## src/rtl/hazard_detection_unit_pkg.sv

```systemverilog
`default_nettype none
// ============================================================================
// Module      : hazard_detection_unit_pkg
// Description : Shared types and constants for the ID-stage hazard detection
//               unit and its scoreboard.
// Revision    : 1.0 - initial release
// ============================================================================
package hazard_detection_unit_pkg;

    // Architectural x0: never a hazard source or destination
    localparam int REG_ZERO = 0;

    typedef enum logic [0:0] {
        MD_IDLE = 1'b0,
        MD_BUSY = 1'b1
    } muldiv_state_t;

    // Highest-priority reason for a stall, used by the statistics logic
    typedef enum logic [2:0] {
        HZ_NONE    = 3'd0,
        HZ_LOADUSE = 3'd1,
        HZ_RAW     = 3'd2,
        HZ_WAW     = 3'd3,
        HZ_STRUCT  = 3'd4
    } hazard_cause_t;

endpackage
`default_nettype wire

```

## src/rtl/hazard_detection_unit_scoreboard.sv

```systemverilog
`default_nettype none
// ============================================================================
// Module      : hazard_scoreboard
// Description : Per-register pending-write bits for in-flight mul/div results
//               with three pend() lookup ports. A completion in the current
//               cycle is already visible (regfile write-through).
// Revision    : 1.0 - initial release
// ============================================================================
module hazard_scoreboard
    import hazard_detection_unit_pkg::*;
#(
    parameter int NREG = 32,
    parameter int RIDW = 5
) (
    input  logic            clk,
    input  logic            rst,
    input  logic            i_set_en,
    input  logic [RIDW-1:0] i_set_idx,
    input  logic            i_clr_en,
    input  logic [RIDW-1:0] i_clr_idx,
    input  logic [RIDW-1:0] i_rs1_idx,
    input  logic [RIDW-1:0] i_rs2_idx,
    input  logic [RIDW-1:0] i_rd_idx,
    output logic            o_rs1_pend,
    output logic            o_rs2_pend,
    output logic            o_rd_pend
);

    logic [NREG-1:0] w_sb;

    generate
        for (genvar gi = 0; gi < NREG; gi++) begin : g_bits
            if (gi == REG_ZERO) begin : g_zero
                assign w_sb[gi] = 1'b0;
            end else begin : g_flop
                logic r_bit;
                // Set has priority over a same-cycle clear of the same bit
                always_ff @(posedge clk) begin
                    if (rst) begin
                        r_bit <= 1'b0;
                    end else if (i_set_en && (i_set_idx == RIDW'(gi))) begin
                        r_bit <= 1'b1;
                    end else if (i_clr_en && (i_clr_idx == RIDW'(gi))) begin
                        r_bit <= 1'b0;
                    end
                end
                assign w_sb[gi] = r_bit;
            end
        end
    endgenerate

    // pend(r): pending and not being written back this very cycle
    always_comb begin
        o_rs1_pend = w_sb[i_rs1_idx] && !(i_clr_en && (i_clr_idx == i_rs1_idx));
        o_rs2_pend = w_sb[i_rs2_idx] && !(i_clr_en && (i_clr_idx == i_rs2_idx));
        o_rd_pend  = w_sb[i_rd_idx]  && !(i_clr_en && (i_clr_idx == i_rd_idx));
    end

endmodule
`default_nettype wire

```

## src/rtl/hazard_detection_unit.sv

```systemverilog
`default_nettype none
// ============================================================================
// Module      : hazard_detection_unit
// Description : ID-stage detection of hazards bypassing cannot resolve
//               (load-use, pending mul/div RAW/WAW, mul/div structural) and
//               branch redirect flush. Optional macro HAZARD_STATS_EN adds
//               saturating stall/flush/load-use event counters.
// Revision    : 1.0 - initial release
// ============================================================================
module hazard_detection_unit
    import hazard_detection_unit_pkg::*;
#(
    parameter int NREG = 32,
    parameter int RIDW = 5
) (
    input  logic            clk,
    input  logic            rst,
    input  logic            id_valid,
    input  logic [RIDW-1:0] id_rs1_id,
    input  logic [RIDW-1:0] id_rs2_id,
    input  logic            id_rs1_used,
    input  logic            id_rs2_used,
    input  logic [RIDW-1:0] id_rdst_id,
    input  logic            id_we_regfile,
    input  logic            id_is_muldiv,
    input  logic            ex_is_load,
    input  logic [RIDW-1:0] ex_rdst_id,
    input  logic            ex_branch_taken,
    input  logic            muldiv_done,
    input  logic [RIDW-1:0] muldiv_rdst_id,
    output logic            stall_if,
    output logic            stall_id,
    output logic            flush_if_id,
    output logic            flush_id_ex,
    output logic            muldiv_busy
`ifdef HAZARD_STATS_EN
    ,
    output logic [31:0]     stall_cycles,
    output logic [31:0]     flush_count,
    output logic [31:0]     loaduse_count
`endif
);

    localparam logic [RIDW-1:0] C_X0 = RIDW'(REG_ZERO);

    muldiv_state_t r_state;
    muldiv_state_t w_state_nxt;

    logic w_rs1_pend, w_rs2_pend, w_rd_pend;
    logic w_loaduse, w_raw, w_waw, w_struct, w_hz;
    logic w_stall, w_issue, w_md_issue, w_sb_set;

    hazard_scoreboard #(
        .NREG (NREG),
        .RIDW (RIDW)
    ) u_scoreboard (
        .clk        (clk),
        .rst        (rst),
        .i_set_en   (w_sb_set),
        .i_set_idx  (id_rdst_id),
        .i_clr_en   (muldiv_done),
        .i_clr_idx  (muldiv_rdst_id),
        .i_rs1_idx  (id_rs1_id),
        .i_rs2_idx  (id_rs2_id),
        .i_rd_idx   (id_rdst_id),
        .o_rs1_pend (w_rs1_pend),
        .o_rs2_pend (w_rs2_pend),
        .o_rd_pend  (w_rd_pend)
    );

    // Hazard classification, stall/flush generation and issue qualification
    always_comb begin
        w_loaduse  = ex_is_load && (ex_rdst_id != C_X0) &&
                     ((id_rs1_used && (id_rs1_id == ex_rdst_id)) ||
                      (id_rs2_used && (id_rs2_id == ex_rdst_id)));
        w_raw      = (id_rs1_used && w_rs1_pend) || (id_rs2_used && w_rs2_pend);
        w_waw      = id_we_regfile && w_rd_pend;
        w_struct   = id_is_muldiv && muldiv_busy && !muldiv_done;
        w_hz       = id_valid && (w_loaduse || w_raw || w_waw || w_struct);
        // A redirect kills the ID instruction, so stalling it is pointless
        w_stall    = w_hz && !ex_branch_taken;
        w_issue    = id_valid && !w_stall && !ex_branch_taken;
        w_md_issue = w_issue && id_is_muldiv;
        w_sb_set   = w_md_issue && id_we_regfile && (id_rdst_id != C_X0);
    end

    assign stall_if    = w_stall;
    assign stall_id    = w_stall;
    assign flush_if_id = ex_branch_taken;
    assign flush_id_ex = ex_branch_taken;
    assign muldiv_busy = (r_state == MD_BUSY);

    // Mul/div occupancy state register
    always_ff @(posedge clk) begin
        if (rst) begin
            r_state <= MD_IDLE;
        end else begin
            r_state <= w_state_nxt;
        end
    end

    // Mul/div next state: a completion with a back-to-back issue stays busy
    always_comb begin
        w_state_nxt = r_state;
        case (r_state)
            MD_IDLE: if (w_md_issue) w_state_nxt = MD_BUSY;
            MD_BUSY: if (muldiv_done && !w_md_issue) w_state_nxt = MD_IDLE;
            default: w_state_nxt = MD_IDLE;
        endcase
    end

    a_done_while_idle: assert property (@(posedge clk) disable iff (rst)
        !(muldiv_done && (r_state == MD_IDLE)));

`ifdef HAZARD_STATS_EN
    hazard_cause_t w_cause;

    // Highest-priority cause of the current stall
    always_comb begin
        w_cause = HZ_NONE;
        if (w_stall) begin
            if (w_loaduse)      w_cause = HZ_LOADUSE;
            else if (w_raw)     w_cause = HZ_RAW;
            else if (w_waw)     w_cause = HZ_WAW;
            else if (w_struct)  w_cause = HZ_STRUCT;
        end
    end

    // Saturating event counters
    always_ff @(posedge clk) begin
        if (rst) begin
            stall_cycles  <= '0;
            flush_count   <= '0;
            loaduse_count <= '0;
        end else begin
            if (w_stall && (stall_cycles != 32'hFFFF_FFFF))
                stall_cycles <= stall_cycles + 32'd1;
            if (ex_branch_taken && (flush_count != 32'hFFFF_FFFF))
                flush_count <= flush_count + 32'd1;
            if ((w_cause == HZ_LOADUSE) && (loaduse_count != 32'hFFFF_FFFF))
                loaduse_count <= loaduse_count + 32'd1;
        end
    end
`endif

endmodule
`default_nettype wire

```

## config.mk

```make
export PLATFORM = sky130hd
export DESIGN_NAME = hazard_detection_unit
export DESIGN_NICKNAME = d
export VERILOG_FILES = /design/src/rtl/hazard_detection_unit_pkg.sv /design/src/rtl/hazard_detection_unit_scoreboard.sv /design/src/rtl/hazard_detection_unit.sv
export SDC_FILE = /design/constraint.sdc
export NUM_CORES = 1
export LEC_CHECK = 0
export ABC_AREA = 1
export CAP_MARGIN = 20
export CORE_MARGIN = 2
export CORE_UTILIZATION = 57
export CTS_BUF_LIST = sky130_fd_sc_hd__clkbuf_8
export DETAILED_ROUTE_END_ITERATION = 10
export PLACE_DENSITY = 0.92
export SLEW_MARGIN = 20
export SYNTH_ARGS = -nofsm -noshare
export SYNTH_HDL_FRONTEND = slang
export SYNTH_SLANG_ARGS = --single-unit
```

## constraint.sdc

```tcl
create_clock -name clk -period 2.13 [get_ports clk]
set_clock_uncertainty 0.15 [all_clocks]
set_input_delay 0.3195 -clock clk [delete_from_list [all_inputs] [get_ports clk]]
set_output_delay 0.3195 -clock clk [all_outputs]
set_load 0.005 [all_outputs]
```

run_1/sizing.png
The bar under the picture is 20 um long.
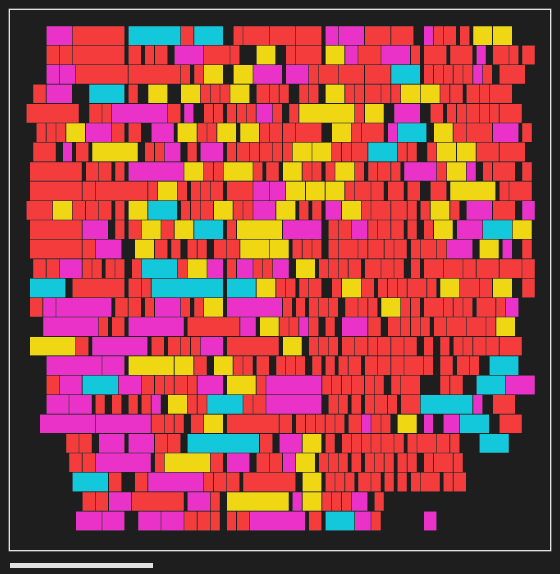
x1 and smaller -> red  # cells 440
x6 and larger -> cyan  # cells 23
x3 and x4 -> yellow  # cells 75
x2 -> magenta  # cells 92
synth-to-layout area growth: 46.7%
Post-Layout Inst Area: 4300 um^2

run_1/closeup.png
The bar under the picture is 10 um long. Window x 18 to 58, y 3 to 43 um. Cells in gray, sequential cells in the stronger gray; small squares are vias.
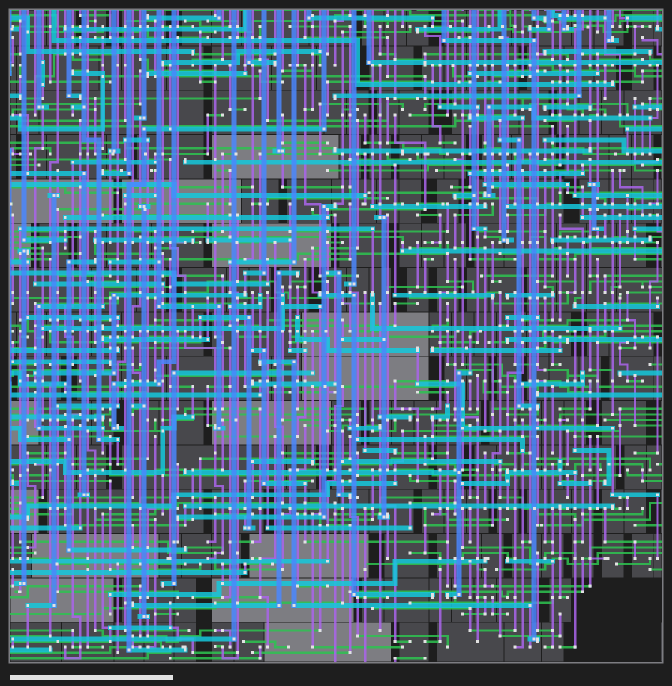
M1 -> green
M2 -> purple
M4 -> blue
M3 -> cyan
most frequent = nand2_1 (86), nand3_1 (26), buf_4 (19)
cells with their middle in the window = 237
sequential cells in the window = 12
netlist names of flops here include = u_scoreboard.g_bits.g_flop.r_bit (12)

==> summary.log, run 1 <==
INFO  outcome        run_status=finished with violations
INFO  outcome        failing_checks=design-rule violations, negative setup slack
INFO  layout         multi_input_comb_cells=411
INFO  detailed_routing antenna_left=0
INFO  timing         finalSetupViolCount=33
INFO  floorplanning  die_y_size=75.7um
INFO  placement      placement.cell_area=3760um^2
INFO  timing         finalWorstSetupSlack=-0.457ns
INFO  layout         largest_register=u_scoreboard.g_bits.g_flop.r_bit
INFO  detailed_routing drt-vias-per-instance=6.80
INFO  layout         seq_area=663um^2
INFO  synth          ys_sh_mux=0
INFO  run            max_capacitance_violation_count=0
INFO  setup_path     slowest_delay=0.31ns
INFO  synth          ys_seq_frac=0.219
INFO  setup_path     r2r.worst_path.cells=14
INFO  timing         max_freq=0.387GHz
INFO  synth          compound_area_frac=0.202
INFO  global_routing top_usage_layer=met2
INFO  setup_path     path_class=reg -> reg
INFO  clock_network  tritoncts_clock_tree=done
INFO  setup_path     required=2.20ns
INFO  timing         final_min_period_over_clock_period=1.21
INFO  layout         clkbuf_count=6
INFO  floorplanning  chip_area=5730um^2
INFO  layout         final_layout_size_suffix_gt1_frac=0.302
INFO  global_routing overflow=0
INFO  pwr            power_combinational=555uW
INFO  setup_path     critical_path.slowest_cell=dfxtp_1
INFO  detailed_routing detailed_route_drc_error_count=101
INFO  synth          post_synth_main_logic_family=simple AND/OR/NAND/NOR gates
INFO  pwr            power_frac_comb=0.338
INFO  floorplanning  core.rowCount=26
run_1/m2.png
The bar under the picture is 20 um long. Cells faint in the background.
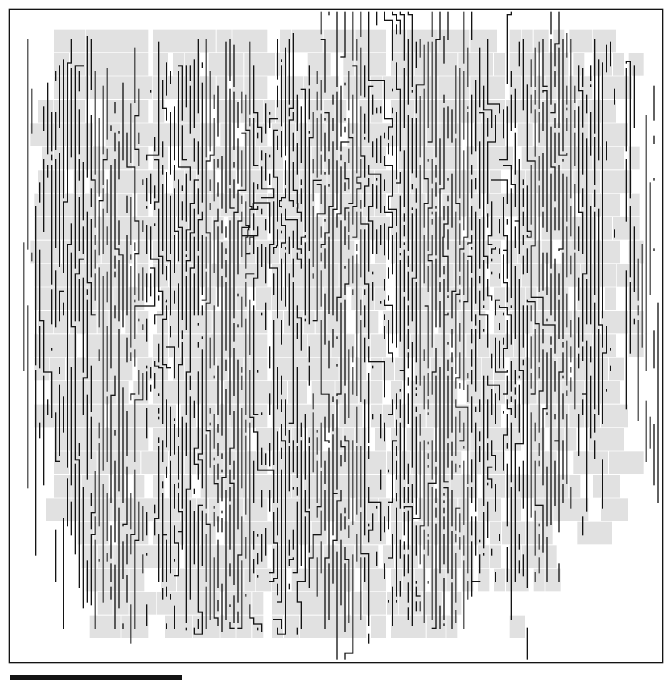
nets with wire on the layer = 599
share of all routed wire = 41%
Global Route met2 Usage: 0.686
vias post-DR: 4763
Routed WL: 14.9 mm

run_1/congestion_map.png
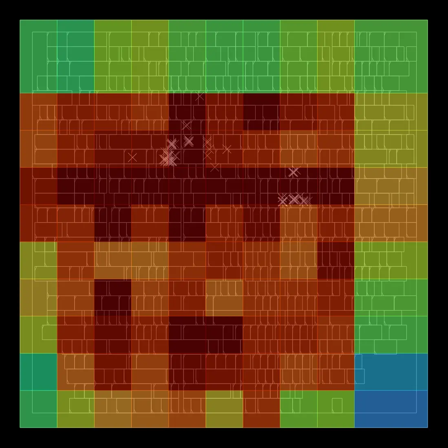
core occupancy in the finished layout: 0.852
routed wire length per instance: 21.2 um

## run 1: routing by layer
metal	up-vias	wire [um]
met3	220	2350
met5	-	0
met4	0	1580
met1	2017	4760
li1	1934	-
met2	592	6170
## run 1: worst max path at each step
stage                                               from                                   end  slack (ns)  depth (start not counted)
finish              u_scoreboard.g_bits[25].g_flop.r_bit  u_scoreboard.g_bits[23].g_flop.r_bit       -0.46                         14
detailed placement                          id_rs1_id[0]                              stall_id       -0.87                         10
CTS                 u_scoreboard.g_bits[27].g_flop.r_bit                              stall_id       -0.09                         10
global route        u_scoreboard.g_bits[25].g_flop.r_bit   u_scoreboard.g_bits[4].g_flop.r_bit       -0.60                         14
global placement                            id_rs1_id[0]                              stall_id       -0.84                         10
floorplan                                   id_rs1_id[1]                              stall_if        0.01                         11
==> inputs of run 2 (changes only) <==
--- a/config.mk
+++ b/config.mk
@@ -6,8 +6,7 @@
 export NUM_CORES = 1
 export LEC_CHECK = 0
 export ABC_AREA = 1
-export CAP_MARGIN = 20
-export CORE_MARGIN = 2
+export CORE_MARGIN = 1.5
 export CORE_UTILIZATION = 57
 export CTS_BUF_LIST = sky130_fd_sc_hd__clkbuf_8
 export DETAILED_ROUTE_END_ITERATION = 10
==> summary.log, run 2 <==
INFO  floorplanning  die_y_size=74.7um [-1.3%]
INFO  synth          synth_top_cell_by_count=nand2_1
INFO  floorplanning  fp.dieW=74.7um
INFO  outcome        run_status=aborted with a tool error
INFO  synth          yosysChipArea=2930um^2
INFO  timing         grt-worst-endpoint=stall_id
INFO  synth          ys_types=29
INFO  synth          ys_seq_frac=0.219 [unchanged]
INFO  global_routing overflow=63
INFO  floorplanning  top_level_ports=40
INFO  synth          netlist.top_cell.by_area=dfxtp_1
INFO  synth          number_of_enable_type_register_cells_in_the_synthesized_netlist=0
INFO  global_routing grt_start_max_net_pins=33
INFO  floorplanning  core.rowCount=25 [-3.8%]
INFO  global_routing globalRouteMet2Util=0.971
INFO  global_routing top_usage_layer=met2
INFO  floorplanning  core_utilization_at_floorplan=0.604
INFO  placement      port-buffer-count=39
INFO  outcome        stop_stage=5_1_grt
INFO  synth          async_flop_share=0
INFO  outcome        error_message=[ERROR GRT-0232] Routing congestion too high. Check the congestion heatmap in the GUI.
INFO  synth          synth_area_per_cell=5.48um^2
INFO  global_routing gr-usage-met3=0.545
INFO  global_routing grtUsageMet1=0.754
-- run 2: cell counts after synthesis --
No cell type changed its count.
-- run 2: metrics by stage --
stage	TNS (ns)	cells	hold slack [ns]	setup WS [ns]	instance area [um^2]
after global placement	-22.32	680	0.316	-0.816	3800
after floorplan	0	534	0.239	0.0133	2940
after detailed placement	-25.13	680	0.322	-0.885	3800
after CTS	-2.61	708	0.342	-0.128	4330
-- run 2: logic make-up after synthesis --
group	count (synthesis)	share of synthesized area
buffers and inverters	91	0.139
AND-OR/OR-AND	106	0.202
flip-flops	32	0.219
XOR/XNOR	2	0.00598
AND/OR/NAND/NOR	303	0.434
-- run 2: repair_timing --
item                                    4_1_cts
endpoints found under the setup margin       34
pin swaps                                    29
gates cloned                                  7
hold buffers                                  0
setup buffers                                13
gates resized                               138
==> inputs of run 3 (changes only) <==
--- a/config.mk
+++ b/config.mk
@@ -7,10 +7,9 @@
 export LEC_CHECK = 0
 export ABC_AREA = 1
 export CORE_MARGIN = 1.5
-export CORE_UTILIZATION = 57
-export CTS_BUF_LIST = sky130_fd_sc_hd__clkbuf_8
+export CORE_UTILIZATION = 40
 export DETAILED_ROUTE_END_ITERATION = 10
-export PLACE_DENSITY = 0.92
+export PLACE_DENSITY_LB_ADDON = 0.15
 export SLEW_MARGIN = 20
 export SYNTH_ARGS = -nofsm -noshare
 export SYNTH_HDL_FRONTEND = slang
run_3/congestion_map.png
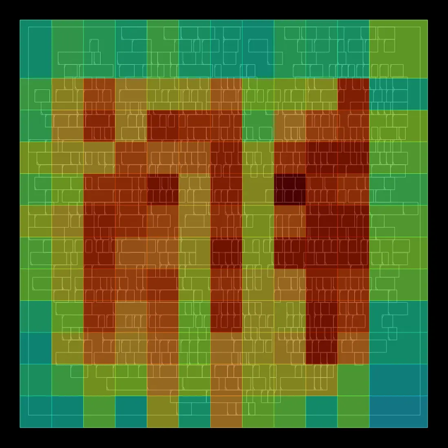
highest-utilization routing layer at the global route stage: met2
met1 usage in global routing: 0.407
core occupancy in the finished layout: 0.622

run_3/closeup.png
The bar under the picture is 10 um long. Window x 24 to 64, y 7 to 47 um. Cells in gray, sequential cells in the stronger gray; small squares are vias.
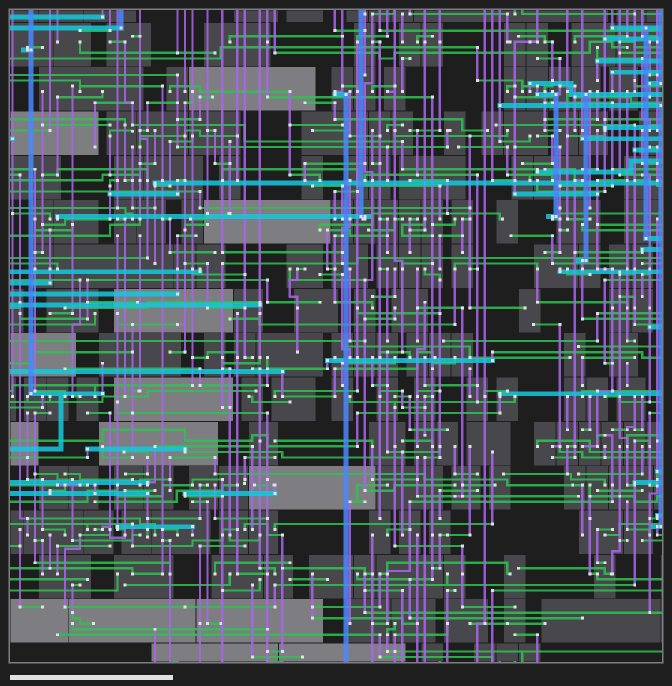
M3 -> cyan
M4 -> blue
M1 -> green
M2 -> purple
sequential cells in the window = 10
most frequent = nand2_1 (61), inv_1 (13), nand3_1 (13)
netlist names of flops here include = u_scoreboard.g_bits.g_flop.r_bit (10)
cells with their middle in the window = 165

run_3/m2.png
The bar under the picture is 20 um long. Cells faint in the background.
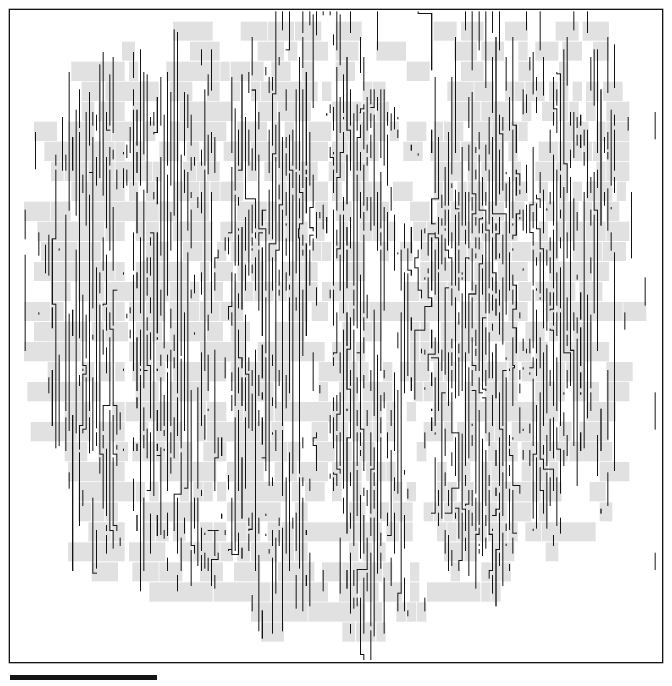
share of all routed wire = 46%
main direction = vertical
vias post-DR: 4157
Routed WL: 12.1 mm
Global Route met2 Usage: 0.505

==> summary.log, run 3 <==
INFO  floorplanning  fp.dieW=88.6um [+19%]
INFO  pwr            p_int=1180uW
INFO  floorplanning  top_level_ports=40 [unchanged]
INFO  detailed_routing top_signal_layer_used=met4
INFO  synth          synthSimpleGateAreaFrac=0.434 [unchanged]
INFO  pwr            power_consumed_by_the_clock_network=586uW
INFO  synth          post_synth_main_logic_family=simple AND/OR/NAND/NOR gates
INFO  synth          ys_sh_mux=0 [unchanged]
INFO  placement      placement.cell_area=3880um^2 [+2.2%]
INFO  synth          netlist.top_cell.by_area=dfxtp_1
INFO  synth          yosysChipArea=2930um^2 [unchanged]
INFO  run            stage_log_warnings=28
INFO  layout         antenna-diode-count=0
INFO  synth          ys.flop_type=dfxtp_1
INFO  synth          async_flop_share=0 [unchanged]
INFO  run            max_capacitance_violation_count=0
INFO  synth          compound_area_frac=0.202 [unchanged]
INFO  clock_network  cts_hold_buffers=0 [unchanged]
INFO  synth          ys_top_cells_by_area=dfxtp_1, nand2_1, nand3_1
INFO  clock_network  post-cts-setup-buffers=11 [-2]
INFO  global_routing grt_pass1_wl=18.8mm
INFO  synth          number_of_enable_type_register_cells_in_the_synthesized_netlist=0 [unchanged]
INFO  outcome        failing_checks=negative setup slack
INFO  placement      pre_cts_ws=-0.909ns [-0.0244 ns]
INFO  synth          synthXorXnorAreaFrac=0.00598 [unchanged]
INFO  clock_network  cts.repair.resized=138 [unchanged]
INFO  detailed_routing antenna_left=0
INFO  global_routing gr-usage-met3=0.0560
INFO  pwr            totalPowerFinal=1730uW
INFO  floorplanning  die_y_size=88.6um [+19%]
INFO  synth          yosys.area_share.adder=0 [unchanged]
INFO  timing         finalWorstSetupSlack=-0.149ns
INFO  placement      port-buffer-count=39 [unchanged]
INFO  floorplanning  core_utilization_at_floorplan=0.408 [-0.196]
INFO  synth          synth_top_cell_by_count=nand2_1
INFO  clock_network  cts.htree.levels=2
INFO  global_routing overflow=0
INFO  outcome        run_status=finished with violations
INFO  placement      placed_cells_incl_taps=716 [+5.3%]
INFO  global_routing grt_start_max_net_pins=33
INFO  synth          ys_seq_frac=0.219 [unchanged]
INFO  layout         layout.cell_area.non_filler=4460um^2
INFO  setup_path     path_cells=inv_2 > buf_12 > nand2_2 > o211ai_1 > nand3_1 > nand3_1 > nand3_1 > nand3_2 > a311oi_2 > buf_2
INFO  floorplanning  core.rowCount=31 [+24%]
INFO  timing         worstMarginPinSlew=1.11ns
INFO  timing         finalSetupViolCount=33
## run 3: worst max-delay path, delay by kind of cell (launching register included)
family                 cells  cell delay [ns]
buffers and inverters      3             0.34
DFF                        1             0.33
AOI/OAI and AO/OA          2             0.39
and+or+nand+nor            5             0.44
## run 3: final timing paths
check                                  startpoint                              endpoint  slack (ns)  cells after the start
max          u_scoreboard.g_bits[27].g_flop.r_bit                              stall_if       -0.15                     10
min                                   muldiv_busy                           muldiv_busy        0.34                      2
max reg2reg  u_scoreboard.g_bits[29].g_flop.r_bit  u_scoreboard.g_bits[11].g_flop.r_bit       -0.13                     16
min reg2reg                           muldiv_busy                           muldiv_busy        0.34                      2
No activity file was given, so power comes from the tool's default toggle rates.
